==> run_1/floorplan.png <==
Scale bar: 20 µm. Pins as bars on the die edge.
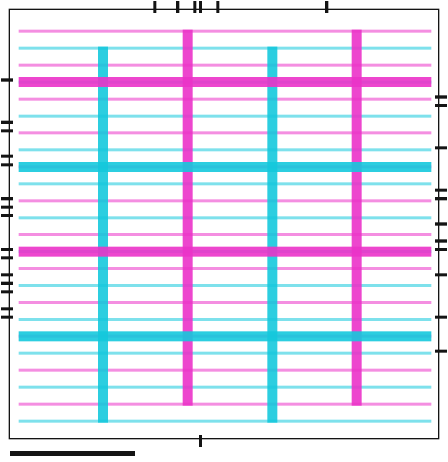
==> run_1/class_map.png <==
Scale bar: 20 µm.
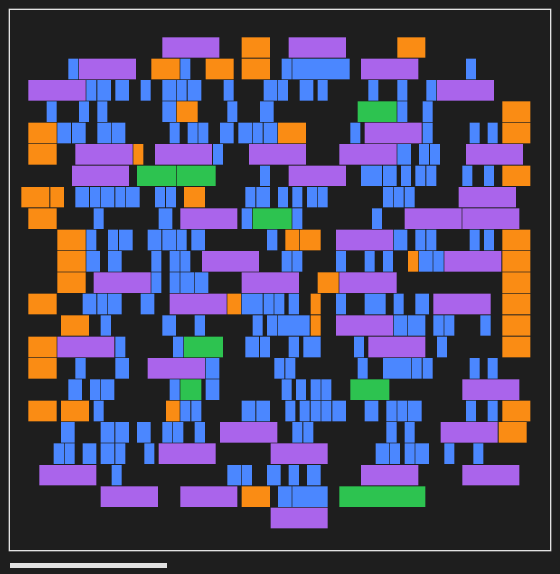
==> run_1/clock_wires.png <==
Scale bar: 20 µm.
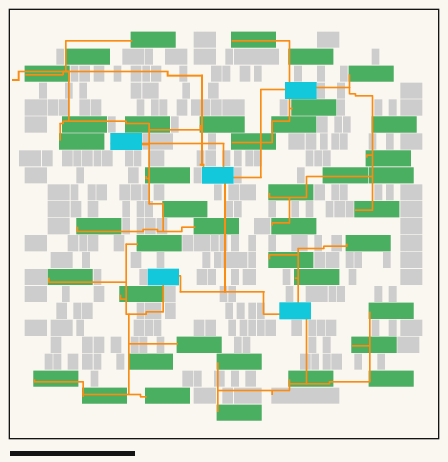
### config.mk
export PLATFORM = sky130hd
export DESIGN_NAME = bit_serial_subtractor_flat
export DESIGN_NICKNAME = d
export VERILOG_FILES = /design/src/rtl/bit_serial_subtractor_if.sv /design/src/rtl/bit_serial_subtractor.sv /design/src/flat_wrapper.sv
export SDC_FILE = /design/constraint.sdc
export NUM_CORES = 1
export LEC_CHECK = 0
export ABC_AREA = 1
export ABC_CLOCK_PERIOD_IN_PS = 2300
export CORE_MARGIN = 1
export CORE_UTILIZATION = 40
export CTS_CLUSTER_DIAMETER = 120
export DETAILED_ROUTE_END_ITERATION = 8
export GPL_TIMING_DRIVEN = 0
export HOLD_SLACK_MARGIN = 0.02
export PLACE_DENSITY = 0.64
export SLEW_MARGIN = 20
export SYNTH_ARGS = -nofsm -noshare
export SYNTH_HDL_FRONTEND = slang
export SYNTH_SLANG_ARGS = --single-unit
### constraint.sdc
create_clock -name clk -period 2.3 [get_ports clk]
set_input_delay 0.69 -clock clk [delete_from_list [all_inputs] [get_ports clk]]
set_output_delay 0.69 -clock clk [all_outputs]
set_load 0.01 [all_outputs]
### src/rtl/bit_serial_subtractor_if.sv
// Operand/result bundle for the bit-serial subtractor.
//
// Handshake: the master raises start with a, b and bin valid; the slave
// accepts them on the first rising edge where it is idle (busy=0, done=0).
// While busy or done is high, start is ignored. done is a one-cycle pulse
// that marks diff/bout as updated; diff/bout hold until the next done.
interface bit_serial_subtractor_if #(
  parameter int N = 8
);
  logic         start;
  logic [N-1:0] a;
  logic [N-1:0] b;
  logic         bin;
  logic         busy;
  logic         done;
  logic [N-1:0] diff;
  logic         bout;

  modport master (
    output start, a, b, bin,
    input  busy, done, diff, bout
  );

  modport slave (
    input  start, a, b, bin,
    output busy, done, diff, bout
  );
endinterface

### src/rtl/bit_serial_subtractor.sv
// Bit-serial subtractor: computes a - b - bin one bit per cycle, LSB first.
// Fixed latency: N SHIFT cycles followed by a one-cycle DONE pulse.
module bit_serial_subtractor #(
  parameter int N = 8
) (
  input  logic                    clk,
  input  logic                    rst,
  bit_serial_subtractor_if.slave  bus,
  output logic [1:0]              dbg_state
);

  localparam int CW = $clog2(N + 1);

  typedef enum logic [1:0] {
    IDLE  = 2'd0,
    SHIFT = 2'd1,
    DONE  = 2'd2
  } state_t;

  state_t        state;
  logic [N-1:0]  a_sh;
  logic [N-1:0]  b_sh;
  logic [N-1:0]  r_sh;
  logic          borrow;
  logic [CW-1:0] cnt;

  logic          x;
  logic          y;
  logic          dbit;
  logic          nborrow;
  logic [N-1:0]  r_next;

  assign dbg_state = state;

  // Full-subtractor on the current LSBs plus the result word after this shift.
  always_comb begin
    x       = a_sh[0];
    y       = b_sh[0];
    dbit    = x ^ y ^ borrow;
    nborrow = (~x & y) | (y & borrow) | (borrow & ~x);
    r_next  = {dbit, r_sh[N-1:1]};
  end

  // Control FSM with datapath registers; busy/done/diff/bout are registered.
  always_ff @(posedge clk) begin
    if (rst) begin
      state    <= IDLE;
      a_sh     <= '0;
      b_sh     <= '0;
      r_sh     <= '0;
      borrow   <= 1'b0;
      cnt      <= '0;
      bus.busy <= 1'b0;
      bus.done <= 1'b0;
      bus.diff <= '0;
      bus.bout <= 1'b0;
    end else begin
      case (state)
        IDLE: begin
          if (bus.start) begin
            a_sh     <= bus.a;
            b_sh     <= bus.b;
            borrow   <= bus.bin;
            cnt      <= '0;
            state    <= SHIFT;
            bus.busy <= 1'b1;
          end
        end
        SHIFT: begin
          a_sh   <= a_sh >> 1;
          b_sh   <= b_sh >> 1;
          r_sh   <= r_next;
          borrow <= nborrow;
          cnt    <= cnt + CW'(1);
          // Last bit: publish the completed word and final borrow.
          if (cnt == CW'(N - 1)) begin
            state    <= DONE;
            bus.busy <= 1'b0;
            bus.done <= 1'b1;
            bus.diff <= r_next;
            bus.bout <= nborrow;
          end
        end
        DONE: begin
          bus.done <= 1'b0;
          state    <= IDLE;
        end
        default: begin
          bus.busy <= 1'b0;
          bus.done <= 1'b0;
          state    <= IDLE;
        end
      endcase
    end
  end

endmodule

### src/flat_wrapper.sv
// flat-port wrapper written by rule: the top's interface ports become plain ports
module bit_serial_subtractor_flat 
#(
  parameter int N = 8
)
  (clk, rst, dbg_state, bus_start, bus_a, bus_b, bus_bin, bus_busy, bus_done, bus_diff, bus_bout);
  bit_serial_subtractor_if #(.N(N)) bus_i ();
  input  logic clk;
  input  logic rst;
  output logic [1:0] dbg_state;
  input wire logic [$bits(bus_i.start)-1:0] bus_start;
  input wire logic [$bits(bus_i.a)-1:0] bus_a;
  input wire logic [$bits(bus_i.b)-1:0] bus_b;
  input wire logic [$bits(bus_i.bin)-1:0] bus_bin;
  output wire logic [$bits(bus_i.busy)-1:0] bus_busy;
  output wire logic [$bits(bus_i.done)-1:0] bus_done;
  output wire logic [$bits(bus_i.diff)-1:0] bus_diff;
  output wire logic [$bits(bus_i.bout)-1:0] bus_bout;
  assign bus_i.start = bus_start;
  assign bus_i.a = bus_a;
  assign bus_i.b = bus_b;
  assign bus_i.bin = bus_bin;
  assign bus_busy = bus_i.busy;
  assign bus_done = bus_i.done;
  assign bus_diff = bus_i.diff;
  assign bus_bout = bus_i.bout;
  bit_serial_subtractor #(.N(N)) u_core (.clk(clk), .rst(rst), .bus(bus_i), .dbg_state(dbg_state));
endmodule
==> impl_metrics.toml, run 1 <==
# synthesis and place-and-route metrics
[pwr]
p_int_uw = 1190
power_leader = "registers"
p_leak_uw = 0.00104
power_clock_uw = 614
pg_seq_uw = 763
peakVddDrop_v = 0.000534
pwr-share-comb_pct = 12.8
p_sw_uw = 395
seq_power_share_pct = 48.3
p_per_area_nw_per_um2 = 695

[synthesis]
netlist_area_um2 = 1780
synth.cellmix.compoundShare_pct = 4.78
async_flop_share_pct = 0
top_logic_kind = "simple AND/OR/NAND/NOR gates"
synthXorXnorAreaFrac_pct = 0
top_cells_by_count = "64 x nand2_1, 45 x nand3_1, 42 x nor2_1"
top_cell = "nand2_1"
synth_cells = 256
adder_share_pct = 1.83
yosysSeqAreaShare_pct = 46.1
area_leaders = "dfxtp_1 46%, nand2_1 14%, nand3_1 13%"
top_area_cell = "dfxtp_1"
yosys_cells = 256

[cells_and_area]
drive_above_1_share_pct = 6.78
fin_nets = 316
fin_cells = 345
layout_top_cell = "nand2_1"
lay_top_cells = "64 x nand2_1, 45 x nand3_1, 42 x nor2_1"
logic_area_um2 = 787

[sta]
rsz0062_at_grt = "no"
finClkSkew_ns = 0.00474
period_used_pct = 87.1
worst_hold_slack_ns = 0.452
tns_ns = 0
final-hold-violation-count = 0
worst_pin_slew_ns = 0.518
fmax_ghz = 0.499
setup_viol = 0

[global_route]
grt-ovfl-total = 0
met1_usage_pct = 23.8
busiest_layer = "met2"
use_met2_pct = 32.0
met3_usage_pct = 5.43
grt_pass1_vias = 1440
grt_pass1_wl_mm = 6.56

[cts]
clk_pin_slew_ns = 0.08
postCtsResizedCells = 0
htreeDepth = 2
postCtsHoldBufs = 0
cts_tree = "yes"
clock_path_buffers = 2
cts.sink_count = 41

[critical_path]
endpoint = "dbg_state[1]"
critPathMaxFanout = 4
slowest_stage = "clkdlybuf4s50_1"
r2r-start = "u_core.cnt[0]"
critPathLaunch = "u_core.dbg_state[1]"
slowest_delay_ns = 0.57
crit_type = "register to primary output"
crit_family = "buffers and inverters"
r2r_setup_slack_ns = 0.86
required_ns = 1.61
r2r_cells = 7
r2r_end = "u_core.bus.diff[0]"

[placement]
post-place-cells = 337
place_congestion = 0.776
portBuffers = 31

[die]
fp_util_pct = 42.9
fp.dieH_um = 68.7
row_count = 23
die_area_um2 = 4720

[drt]
met1_length_mm = 1.91
top_layer_used = "met4"
drc = 0
wl_mm = 4.02
vias = 1681
wl_met2_mm = 1.91
via_per_inst = 4.87
detail-route-antenna-nets = 0
dr.pass1.iters = 4
drtIter0Drc = 64

[hold_path]
min_from = "u_core.r_sh[6]"

[run_status]
status = "finished, final reports clean"

[flow_run]
drv_cap = 0
Back to the opening pictures, floorplan.png:
VDD -> magenta
VSS -> cyan
met5 straps = 4
met4 straps = 4
signal pins = 33
met1 rails = 24
rows = 23

Back to the opening pictures, class_map.png:
clock drivers and dummy loads -> green  # cells 8
remaining buffers and delay cells -> orange  # cells 43
remaining logic cells -> blue  # cells 203
registers -> purple  # cells 41

Back to the opening pictures, clock_wires.png:
flip-flops -> green  # count 41
clock-net drivers -> cyan  # count 5
clock wires -> orange  # length 516 µm
flops lie = all over the die

==> run 1: through the flow <==
stage | total power, µW | cell area, µm² | setup slack [ns]
4_1_cts | 1590 | 2270 | 0.288
3_3_place_gp | 978 | 2150 | 0.299
3_5_place_dp | 982 | 2150 | 0.323
6_report | 1580 | 2270 | 0.297
2_1_floorplan | 902 | 1780 | 0.832
5_1_grt | 1650 | 2270 | 0.211
==> run 1: layout make-up <==
type	instances	share of cell area, %
Inverter	28	4.68
Tap cell	50	2.75
Multi-Input combinational cell	175	34.6
Buffer	12	2.86
Sequential cell	41	36.1
Clock inverter	2	1.65
Timing Repair Buffer	31	13.7
Clock buffer	6	3.63
## Run 2: what changed since run 1
Settings changed: CORE_MARGIN 1 to 2, CTS_BUF_LIST from default to sky130_fd_sc_hd__clkbuf_2 sky130_fd_sc_hd__clkbuf_4 sky130_fd_sc_hd__clkbuf_8.
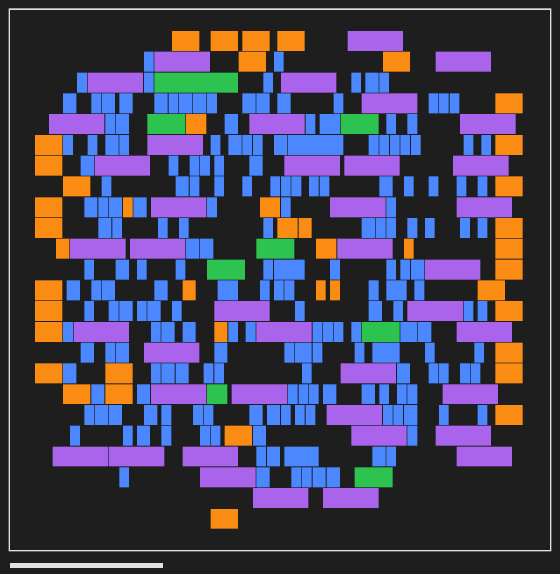
(run_2/class_map.png)
Scale bar: 20 µm.
remaining buffers and delay cells -> orange  # cells 43
remaining logic cells -> blue  # cells 203
registers -> purple  # cells 41
clock drivers and dummy loads -> green  # cells 8

==> impl_metrics.toml, run 2 <==
# synthesis and place-and-route metrics
[synthesis]
synth_top_area_share_pct = 46.1
yosysSeqAreaShare_pct = 46.1
ff_type = "dfxtp_1"
top_cells_by_count = "64 x nand2_1, 45 x nand3_1, 42 x nor2_1"
floorplan.nets = 278
top_cell = "nand2_1"
yosys_cells = 256
synth_chip_area_um2 = 1780
netlist_area_um2 = 1780
simple_gate_area_share_pct = 37.6
ys.warnings.count = 0
async_flop_share_pct = 0
top_logic_kind = "simple AND/OR/NAND/NOR gates"
synth.distinct_cells = 23
synth_cells = 256
synth.cellmix.compoundShare_pct = 4.78
synthXorXnorAreaFrac_pct = 0
area_leaders = "dfxtp_1 46%, nand2_1 14%, nand3_1 13%"
avgSynthCellArea_um2 = 6.95
adder_share_pct = 1.83
top_area_cell = "dfxtp_1"
ys_sh_mux_pct = 0
ys_ff = 41

[hold_path]
min_from = "u_core.r_sh[7]"
hold_end = "u_core.r_sh[7]"
holdPathStages = 2

[drt]
vias = 1663
avgRoutedWirePerCell_um = 11.2
via_per_inst = 4.79
detail-route-antenna-nets = 0
drc = 0
drtIter0Drc = 95
dr.pass1.iters = 4
wl_mm = 3.87

[cells_and_area]
fin_nets = 316
layout_top_cell = "nand2_1"
nClkBuffers = 7
inverters = 28
fin_util_pct = 52.6
logic_area_um2 = 787
num-fill-cells = 471
largest_cell_class = "registers"
lay_top_cells = "64 x nand2_1, 45 x nand3_1, 42 x nor2_1"
drive_above_1_share_pct = 6.78
n_all_buffers = 43
nonClkBufAreaFrac_pct = 16.5
comb_area_share_pct = 34.6
seq_area_share_pct = 36.1
fin_cells = 347
num-multi-input-gates = 175
regArea_um2 = 821
ff_count = 41
clock_cell_area_share_pct = 5.28
final_area_um2 = 2270

[critical_path]
r2r_setup_slack_ns = 0.85
arrival_ns = 1.29
required_ns = 1.61
critPathLaunch = "u_core.dbg_state[1]"
start_kind = "register"
crit_type = "register to primary output"
r2r-start = "u_core.cnt[0]"
crit_family = "buffers and inverters"
cp-end-kind = "primary output"
endpoint = "dbg_state[1]"
path_cells = "clkdlybuf4s50_1"
slowest_stage = "clkdlybuf4s50_1"
worst-path-buf-inv = 1
r2r_cells = 7
slowest_delay_ns = 0.57
critPathMaxFanout = 4
r2r_end = "u_core.bus.diff[5]"

[die]
fp_util_pct = 41.1
tap_cells = 52
row_count = 24
die-width_um = 70.7
pin_count = 33
fp.dieH_um = 70.7
die_area_um2 = 5000

[sta]
fmax_ghz = 0.505
fin_ws_ns = 0.321
worst_hold_slack_ns = 0.457
worst_pin_slew_ns = 0.501
finClkSkew_ns = 0.00396
tns_ns = 0
drv_slew = 0
setup_viol = 0
final-hold-violation-count = 0
min_period_ns = 1.98
period_used_pct = 86.1
rsz0062_at_grt = "no"

[pwr]
fin_total_pwr_uw = 1570
seq_power_share_pct = 48.7
peakVddDrop_v = 0.000383
p_leak_uw = 0.00105
p_sw_uw = 368
p_int_uw = 1200
p_clk_share_pct = 38.6
pwr-share-comb_pct = 12.7
p_per_area_nw_per_um2 = 688

[cts]
cts_made_buffers = 5
clock_path_buffers = 2
clk_pin_slew_ns = 0.07
cts.sink_count = 41
postCtsHoldBufs = 0
postCtsResizedCells = 0
htreeDepth = 2
root_buffer = "clkbuf_8"
cts_tree = "yes"

[global_route]
grt_max_degree = 13
antenna_found_initial = 0
grt_pass1_wl_mm = 6.87
grt-ovfl-total = 0
grt_pass1_vias = 1535

[run_status]
status = "finished, final reports clean"

[placement]
dp_slack_ns = 0.316
post-place-cells = 339
place_area_um2 = 2150
portBuffers = 31
place_congestion = 0.774

[flow_run]
tool_warnings = 26
drv_cap = 0
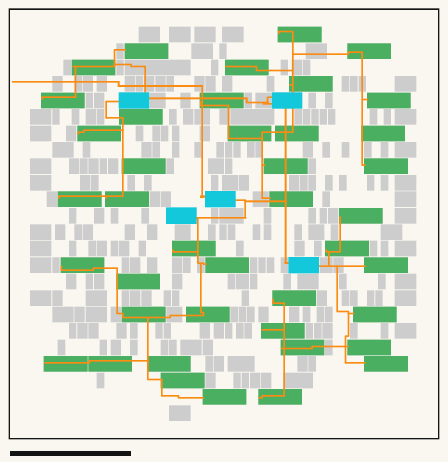
(run_2/clock_wires.png)
Scale bar: 20 µm.
clock-net drivers -> cyan  # count 5
flip-flops -> green  # count 41
clock wires -> orange  # length 486 µm
flops lie = all over the die
routed clock nets = 6

[run 2: cell count changes in the layout (fill, tap and decap cells not counted), sizes merged]
cell / previous run / this run
clkbuf: 9 / 10
clkinvlp: 1 / 0
[run 2: power groups by stage]
stage | Clock, µW | Sequential [µW] | Combinational (µW)
6_report | 604 | 763 | 198
3_5_place_dp | 0 | 780 | 200
4_1_cts | 617 | 763 | 201
3_3_place_gp | 0 | 779 | 198
2_1_floorplan | 0 | 777 | 125
5_1_grt | 652 | 768 | 227
[run 2: per-layer routing]
| metal | routed length (µm) | track usage, % | vias up |
|---|---|---|---|
| li1 | - | - | 879 |
| met1 | 1900 | 22.2 | 740 |
| met2 | 1750 | 28.0 | 39 |
| met3 | 177 | 4.84 | 5 |
| met4 | 44 | 4.61 | 0 |
| met5 | 0 | 0 | - |
## Run 3: what changed since run 2
Settings changed: ABC_CLOCK_PERIOD_IN_PS 2300 to 2430, CAP_MARGIN from default to 20.
Clock period 2.3 ns to 2.43 ns, I/O delays scaled along.
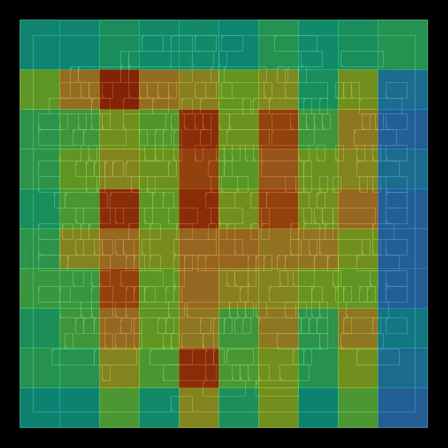
(run_3/congestion_map.png)
grt met2 use: 28.0%
Tot GR Track Use: 17.1%
grt met1 use: 22.2%

==> impl_metrics.toml, run 3 <==
# synthesis and place-and-route metrics
[die]
fp_util_pct = 41.1
die-width_um = 70.7
row_count = 24
core-area_um2 = 4320
die_area_um2 = 5000
pin_count = 33
fp.dieH_um = 70.7

[synthesis]
ff_type = "dfxtp_1"
synth.cellmix.compoundShare_pct = 4.78
ys_sh_mux_pct = 0
area_leaders = "dfxtp_1 46%, nand2_1 14%, nand3_1 13%"
synth_top_area_share_pct = 46.1
ys_ff = 41
synth_cells = 256
avgSynthCellArea_um2 = 6.95
edf_count = 0
floorplan.nets = 278
netlist_area_um2 = 1780
simple_gate_area_share_pct = 37.6
top_cells_by_count = "64 x nand2_1, 45 x nand3_1, 42 x nor2_1"
async_flop_share_pct = 0
top_area_cell = "dfxtp_1"
top_logic_kind = "simple AND/OR/NAND/NOR gates"
synth_chip_area_um2 = 1780
yosysSeqAreaShare_pct = 46.1
top_cell = "nand2_1"
ys.warnings.count = 0
adder_share_pct = 1.83
synthXorXnorAreaFrac_pct = 0
yosys_cells = 256
synth.distinct_cells = 23

[pwr]
p_clk_share_pct = 38.6
p_per_area_nw_per_um2 = 651
peakVddDrop_v = 0.000362
power_clock_uw = 571
pwr-share-comb_pct = 12.7
seq_power_share_pct = 48.7
pg_seq_uw = 722
p_sw_share_pct = 23.5
comb-power_uw = 188
p_sw_uw = 348
power_leader = "registers"
fin_total_pwr_uw = 1480
p_int_uw = 1130
p_leak_uw = 0.00105

[cells_and_area]
reg_top3 = "u_core.a_sh x8, u_core.b_sh x8, u_core.bus.diff x8"
area_growth_pct = 27.8
fin_nets = 316
lay_top_cells = "64 x nand2_1, 45 x nand3_1, 42 x nor2_1"
num-fill-cells = 471
fin_util_pct = 52.6
layout_top_cell = "nand2_1"
drive_above_1_share_pct = 6.78
final_area_um2 = 2270
insertedDiodeCount = 0
fin_cells = 347

[drt]
drc = 0
vias = 1663
wl_mm = 3.87
dr.pass1.iters = 4
detail-route-antenna-nets = 0
drtIter0Drc = 95
via_per_inst = 4.79
avgRoutedWirePerCell_um = 11.2

[run_status]
status = "finished, final reports clean"

[cts]
cts_tree = "yes"
htreeDepth = 2
postCtsResizedCells = 0
postCtsHoldBufs = 0
root_buffer = "clkbuf_8"
clock_path_buffers = 2
cts.sink_count = 41
cts_setup_buffers = 0
clk_pin_slew_ns = 0.07
clk_latency_ns = 0.29
cts_made_buffers = 5

[global_route]
grt_max_degree = 13
grt_pass1_vias = 1535
grt_pass1_wl_mm = 6.87
antenna_found_initial = 0
grt-ovfl-total = 0

[sta]
rsz0062_at_grt = "no"
fmax_ghz = 0.495
worst_pin_slew_ns = 0.501
worst_hold_slack_ns = 0.457
min_period_ns = 2.02
drv_slew = 0
final-hold-violation-count = 0
fin_ws_ns = 0.412
period_used_pct = 83.1
finClkSkew_ns = 0.00396
setup_viol = 0
relSlewSlack_pct = 66.6
tns_ns = 0

[critical_path]
r2r_cells = 7
start_kind = "register"
critPathLaunch = "u_core.dbg_state[1]"
crit_family = "buffers and inverters"
arrival_ns = 1.29
worst-path-buf-inv = 1
critPathMaxFanout = 4
endpoint = "dbg_state[1]"
slowest_delay_ns = 0.57
path_cells = "clkdlybuf4s50_1"
r2r_end = "u_core.bus.diff[5]"
slowest_stage = "clkdlybuf4s50_1"
r2r-start = "u_core.cnt[0]"
required_ns = 1.70
cp.depth = 1
cp-end-kind = "primary output"
crit_type = "register to primary output"
r2r_setup_slack_ns = 0.98

[placement]
portBuffers = 31
place_congestion = 0.774
dp_hpwl_mm = 2.83
post-place-cells = 339
dp_slack_ns = 0.407
place_area_um2 = 2150

[flow_run]
drv_cap = 0
tool_warnings = 26

[hold_path]
hp-class = "register to register"
holdPathStages = 2
min_from = "u_core.r_sh[7]"
hold_end = "u_core.r_sh[7]"
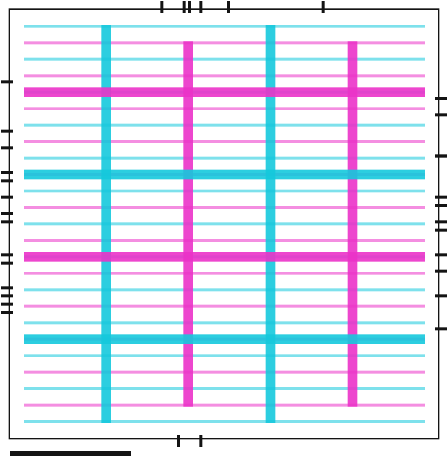
(run_3/floorplan.png)
Scale bar: 20 µm. Pins as bars on the die edge.
VSS -> cyan
VDD -> magenta
met1 rails = 25
signal pins = 33
met5 straps = 4

run 3: cell counts in the layout (fill, tap and decap cells not counted):
No cell type changed its count.
run 3: routing by layer:
layer / up-vias / wire length [µm] / track usage [%]
li1: 879 / - / -
met1: 740 / 1900 / 22.2
met2: 39 / 1750 / 28.0
met3: 5 / 177 / 4.84
met4: 0 / 44 / 4.61
met5: - / 0 / 0
run 3: area by class of cell:
cell class | count | area, µm² | area share [%]
Clock inverter | 1 | 30.0 | 1.32
Timing Repair Buffer | 31 | 310 | 13.6
Clock buffer | 7 | 90.1 | 3.96
Tap cell | 52 | 65.1 | 2.86
Buffer | 12 | 65.1 | 2.86
Sequential cell | 41 | 821 | 36.1
Inverter | 28 | 106 | 4.68
Multi-Input combinational cell | 175 | 787 | 34.6
Power figures rest on the tool's default switching activity, not on a simulated workload.
